## config.mk

```make
export PLATFORM = sky130hd
export DESIGN_NAME = duty_meter
export DESIGN_NICKNAME = d
export VERILOG_FILES = /design/src/rtl/duty_meter_pkg.sv /design/src/rtl/duty_meter_edge_detect.sv /design/src/rtl/duty_meter.sv
export SDC_FILE = /design/constraint.sdc
export NUM_CORES = 1
export LEC_CHECK = 0
export CORE_MARGIN = 2
export CORE_UTILIZATION = 58
export DETAILED_ROUTE_END_ITERATION = 8
export PLACE_DENSITY = 0.89
export SLEW_MARGIN = 25
export SYNTH_ARGS = -nofsm -noshare
export SYNTH_HDL_FRONTEND = slang
export SYNTH_SLANG_ARGS = --single-unit
```

## constraint.sdc

```tcl
create_clock -name clk -period 2.34 [get_ports clk]
set_input_delay 0.468 -clock clk [delete_from_list [all_inputs] [get_ports clk]]
set_output_delay 0.468 -clock clk [all_outputs]
set_load 0.02 [all_outputs]
```

## src/rtl/duty_meter_pkg.sv

```systemverilog
// Shared types and defaults for the duty-cycle meter.
package duty_meter_pkg;
  localparam int CNT_W_DEF   = 8;
  localparam int TIMEOUT_DEF = 200;
  localparam int ST_W        = 2;

  typedef enum logic [ST_W-1:0] {IDLE, ARMED, MEAS, STUCK} state_e;
endpackage

```

## src/rtl/duty_meter_edge_detect.sv

```systemverilog
// Input conditioning and rising-edge detect for duty_meter.
// DUTY_METER_SYNC_EN adds a two-flop synchroniser ahead of s.
module edge_detect (
  input  logic clk,
  input  logic rst,
  input  logic sig_i,
  output logic s_o,
  output logic rise_o
);
  logic s_src;
  logic s_q, s_d_q;

`ifdef DUTY_METER_SYNC_EN
  logic meta_q;
  always_ff @(posedge clk or posedge rst) begin
    if (rst) meta_q <= 1'b0;
    else     meta_q <= sig_i;
  end
  assign s_src = meta_q;
`else
  assign s_src = sig_i;
`endif

  always_ff @(posedge clk or posedge rst) begin
    if (rst) begin
      s_q   <= 1'b0;
      s_d_q <= 1'b0;
    end else begin
      s_q   <= s_src;
      s_d_q <= s_q;
    end
  end

  assign s_o    = s_q;
  assign rise_o = s_q & ~s_d_q;
endmodule

```

## src/rtl/duty_meter.sv

```systemverilog
// Measures high time and period of sig_in between rising edges; flags a stuck input.
// Build option DUTY_METER_SYNC_EN selects the synchronised input path in edge_detect.
module duty_meter
  import duty_meter_pkg::*;
#(
  parameter int CNT_W   = CNT_W_DEF,
  parameter int TIMEOUT = TIMEOUT_DEF
) (
  input  logic             clk,
  input  logic             rst,
  input  logic             sig_in,
  output logic             meas_valid,
  output logic [CNT_W-1:0] high_cnt,
  output logic [CNT_W-1:0] period_cnt,
  output logic             stuck,
  output logic             stuck_level
);
  localparam logic [CNT_W-1:0] TO  = CNT_W'(TIMEOUT);
  localparam logic [CNT_W-1:0] ONE = CNT_W'(1);

  logic s, rise;
  state_e state_q, state_d;
  logic [CNT_W-1:0] p_cnt_q, p_cnt_d, h_cnt_q, h_cnt_d;
  logic [CNT_W-1:0] high_q, high_d, per_q, per_d;
  logic mv_q, mv_d, stuck_q, stuck_d, lvl_q, lvl_d;
  logic p_sat, h_sat;

  edge_detect u_edge (
    .clk    (clk),
    .rst    (rst),
    .sig_i  (sig_in),
    .s_o    (s),
    .rise_o (rise)
  );

  assign p_sat = (p_cnt_q == TO);
  assign h_sat = (h_cnt_q == TO);

  always_comb begin
    state_d = state_q;
    high_d  = high_q;
    per_d   = per_q;
    mv_d    = 1'b0;
    stuck_d = stuck_q;
    lvl_d   = lvl_q;
    if (rise) begin
      p_cnt_d = ONE;
      h_cnt_d = ONE;
    end else begin
      p_cnt_d = p_sat ? p_cnt_q : p_cnt_q + ONE;
      h_cnt_d = h_sat ? h_cnt_q : h_cnt_q + CNT_W'(s);
    end
    // p_cnt doubles as the idle timer, so every non-STUCK state times out the same way
    case (state_q)
      IDLE: begin
        if (rise) state_d = ARMED;
        else if (p_sat) begin
          state_d = STUCK;
          stuck_d = 1'b1;
          lvl_d   = s;
        end
      end
      ARMED, MEAS: begin
        // a rise here closes a full period that began on a counted rise
        if (rise) begin
          state_d = MEAS;
          high_d  = h_cnt_q;
          per_d   = p_cnt_q;
          mv_d    = 1'b1;
        end else if (p_sat) begin
          state_d = STUCK;
          stuck_d = 1'b1;
          lvl_d   = s;
        end
      end
      STUCK: begin
        if (rise) begin
          state_d = ARMED;
          stuck_d = 1'b0;
        end
      end
      default: state_d = IDLE;
    endcase
  end

  always_ff @(posedge clk or posedge rst) begin
    if (rst) begin
      state_q <= IDLE;
      p_cnt_q <= '0;
      h_cnt_q <= '0;
      high_q  <= '0;
      per_q   <= '0;
      mv_q    <= 1'b0;
      stuck_q <= 1'b0;
      lvl_q   <= 1'b0;
    end else begin
      state_q <= state_d;
      p_cnt_q <= p_cnt_d;
      h_cnt_q <= h_cnt_d;
      high_q  <= high_d;
      per_q   <= per_d;
      mv_q    <= mv_d;
      stuck_q <= stuck_d;
      lvl_q   <= lvl_d;
    end
  end

  assign meas_valid  = mv_q;
  assign high_cnt    = high_q;
  assign period_cnt  = per_q;
  assign stuck       = stuck_q;
  assign stuck_level = lvl_q;
endmodule

```

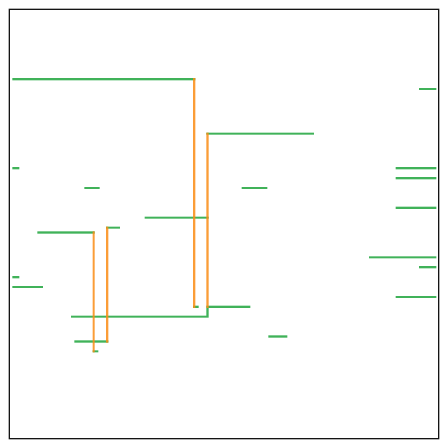
**Above:** metal layers overlaid.
Two of the layers only.
legend:
  metal 4:
    colour: orange
    wire_length: 87.0 um
  metal 3:
    colour: green
    wire_length: 135 um

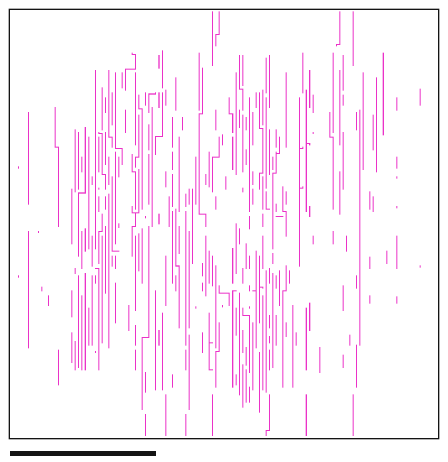
**Above:** met2 routing.
Scale bar: 20 um.
main direction: vertical
longest straight run: 32.3 um
wire length on this layer: 1540 um
nets with wire on the layer: 160
share of all routed wire: 50%
met2 usage: 31.9%
routed vias: 1157
final wirelength: 3080 um

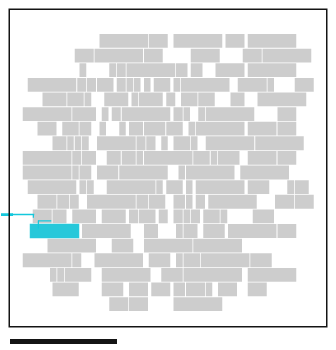
**Above:** I/O nets highlighted.
Scale bar: 20 um.
legend:
  sig_in:
    colour: cyan
    bits: 1
    direction: input
    end_cells: 1
    buffers: 1
    wire: 8.10 um

==> impl_metrics.py <==
# Generated from Yosys and OpenROAD reports
metrics = {
    "run_status": {
        "outcome": "finished, final reports clean",
    },
    "synth": {
        "largest_area_cell": "dfrtp_1",
        "synth-edff-count": 0,
        "yosysTopAreaCellShare_pct": 56.0,
        "synthTopCellsByCount": "dfrtp_1 (39), nor2_1 (15), nand2_1 (14), mux2_2 (10), inv_1 (8)",
        "yosysChipArea_sq_um": 1740,
        "synthArstFlopShare_pct": 100,
        "yosys-top-cells-area": "dfrtp_1 (56%), mux2_2 (6.5%), ha_1 (4.3%)",
        "ys_warn_count": 0,
        "ys_types": 32,
        "synthFlopType": "dfrtp_1",
        "synth_area_sq_um": 1740,
        "ys_cells": 146,
        "seq_area_frac_synth_pct": 56.0,
        "synth.most_common_cell": "dfrtp_1",
        "avgSynthCellArea_sq_um": 11.9,
    },
    "critical_path": {
        "path_max_fanout": 2,
        "critPathMaxStageDelay_ns": 0.61,
        "critPathKind": "reg2out",
        "worstReg2RegEnd": "period_cnt[6]$_DFFE_PP0P_",
        "start_kind": "register",
        "endpoint_kind": "primary output",
        "reg2reg_from": "u_edge.s_o$_DFF_PP0_",
        "r2r_cells": 3,
        "cp_data_required_time_ns": 1.87,
        "cp.buffers_inverters": 1,
    },
    "clocking": {
        "cts_buffers": 5,
        "cts_hold_buf": 0,
        "clockBufferDepth": 2,
        "cts_sinks": 39,
        "cts_setup_buffers": 0,
        "clk_latency_ns": 0.34,
    },
    "floorplan": {
        "core_sq_um": 2810,
        "initCoreUtil_pct": 62.1,
        "die_w_um": 58.8,
        "chip_area_sq_um": 3460,
        "die_h_um": 58.8,
        "ioPinCount": 22,
    },
    "global_route": {
        "antenna_found_initial": 0,
        "track_usage_pct": 21.6,
        "grt-ovfl-total": 0,
        "grt_pass1_vias": 1176,
    },
    "finish": {
        "fin_nets": 181,
        "syn_to_final_growth_pct": 18.2,
        "fin_util_pct": 73.4,
        "final_area_sq_um": 2060,
    },
    "final_timing": {
        "finalHoldViolCount": 0,
        "fmax_mhz": 560,
        "fin_tns_setup_ns": 0,
        "timing.slew.headroom_pct": 68.2,
        "setup_violations": 0,
        "rsz0062_at_grt": "no",
    },
    "routing": {
        "drc": 0,
        "dr.max_layer_used": "met4",
        "drtAntennaViolNets": 0,
        "drtPass1Iterations": 4,
        "drt_iter0_drc": 30,
        "wl_met2_um": 1540,
        "wire_per_inst_um": 15.1,
    },
    "job": {
        "warnings": 28,
        "drv_cap": 0,
    },
    "placement": {
        "placed_area_sq_um": 1970,
        "io_buffer_count": 21,
        "hpwlAfterDp_um": 2200,
    },
    "power_and_ir_drop": {
        "p_leak_nw": 0.963,
        "vdd_drop_max_mv": 0.554,
    },
}
==> state kept, by name, summed over array words and instances, names as in the netlist <==
signal	flops
h_cnt_q	8
high_cnt	8
meas_valid	1
p_cnt_q	8
period_cnt	8
state_q	2
stuck	1
stuck_level	1
u_edge.s_d_q	1
u_edge.s_o	1
==> cell families (layout without fill, tap and decap cells) <==
logic type,count (synthesis),in the layout,share of synthesized area [%]
mux,15,15,10.8
compound gates,14,14,4.67
flops,39,39,56.0
simple gates,51,51,15.9
buf+inv,11,38,3.23
xor+xnor,10,10,5.03
fa+ha+maj,6,6,4.31
==> power breakdown <==
part	switching [mW]	internal, mW	leakage, nW
clock	0.216	0.252	0.0482
combinational	0.311	0.317	0.399
sequential	0.120	0.811	0.516
==> worst min path at each step <==
stage	to	depth (start not counted)	start
2_1_floorplan	u_edge.s_d_q$_DFF_PP0_	0	u_edge.s_o$_DFF_PP0_
3_3_place_gp	u_edge.s_d_q$_DFF_PP0_	0	u_edge.s_o$_DFF_PP0_
3_5_place_dp	u_edge.s_d_q$_DFF_PP0_	0	u_edge.s_o$_DFF_PP0_
4_1_cts	u_edge.s_d_q$_DFF_PP0_	0	u_edge.s_o$_DFF_PP0_
5_1_grt	u_edge.s_d_q$_DFF_PP0_	0	u_edge.s_o$_DFF_PP0_
6_report	u_edge.s_d_q$_DFF_PP0_	0	u_edge.s_o$_DFF_PP0_
==> per-layer routing <==
metal	track usage [%]	vias to the layer above
met5	0	-
met4	12.3	0
met3	7.47	9
met2	31.9	26
met1	27.8	576
li1	-	546
==> final cells by class <==
cell class,instances,area [sq um]
flip-flops and latches,39,976
fillers,197,747
multi-input cells,96,709
repair buffers,22,218
clock buffers,6,51.3
well taps,31,38.8
clock inverters,2,35.0
inverters,8,30.0
==> placed cells by master (no fill, tap or decap), types with 6 or more instances in the layout <==
cell type,Yosys,routed
clkdlybuf4s50_1,0,21
dfrtp_1,39,39
ha_1,6,6
inv_1,8,8
mux2_2,10,10
nand2_1,14,14
nor2_1,15,15
o21ai_0,6,6
==> through the flow <==
step / setup WS, ns / hold WS (ns) / total power, mW / instances
after floorplan: 0.910 / 0.420 / 1.35 / 146
after global placement: 0.904 / 0.426 / 1.53 / 196
after detailed placement: 0.820 / 0.466 / 1.58 / 196
after CTS: 0.530 / 0.493 / 2.05 / 204
after global routing: 0.493 / 0.523 / 2.14 / 204
final: 0.555 / 0.495 / 2.03 / 204
Power and IR drop assume default switching activity.
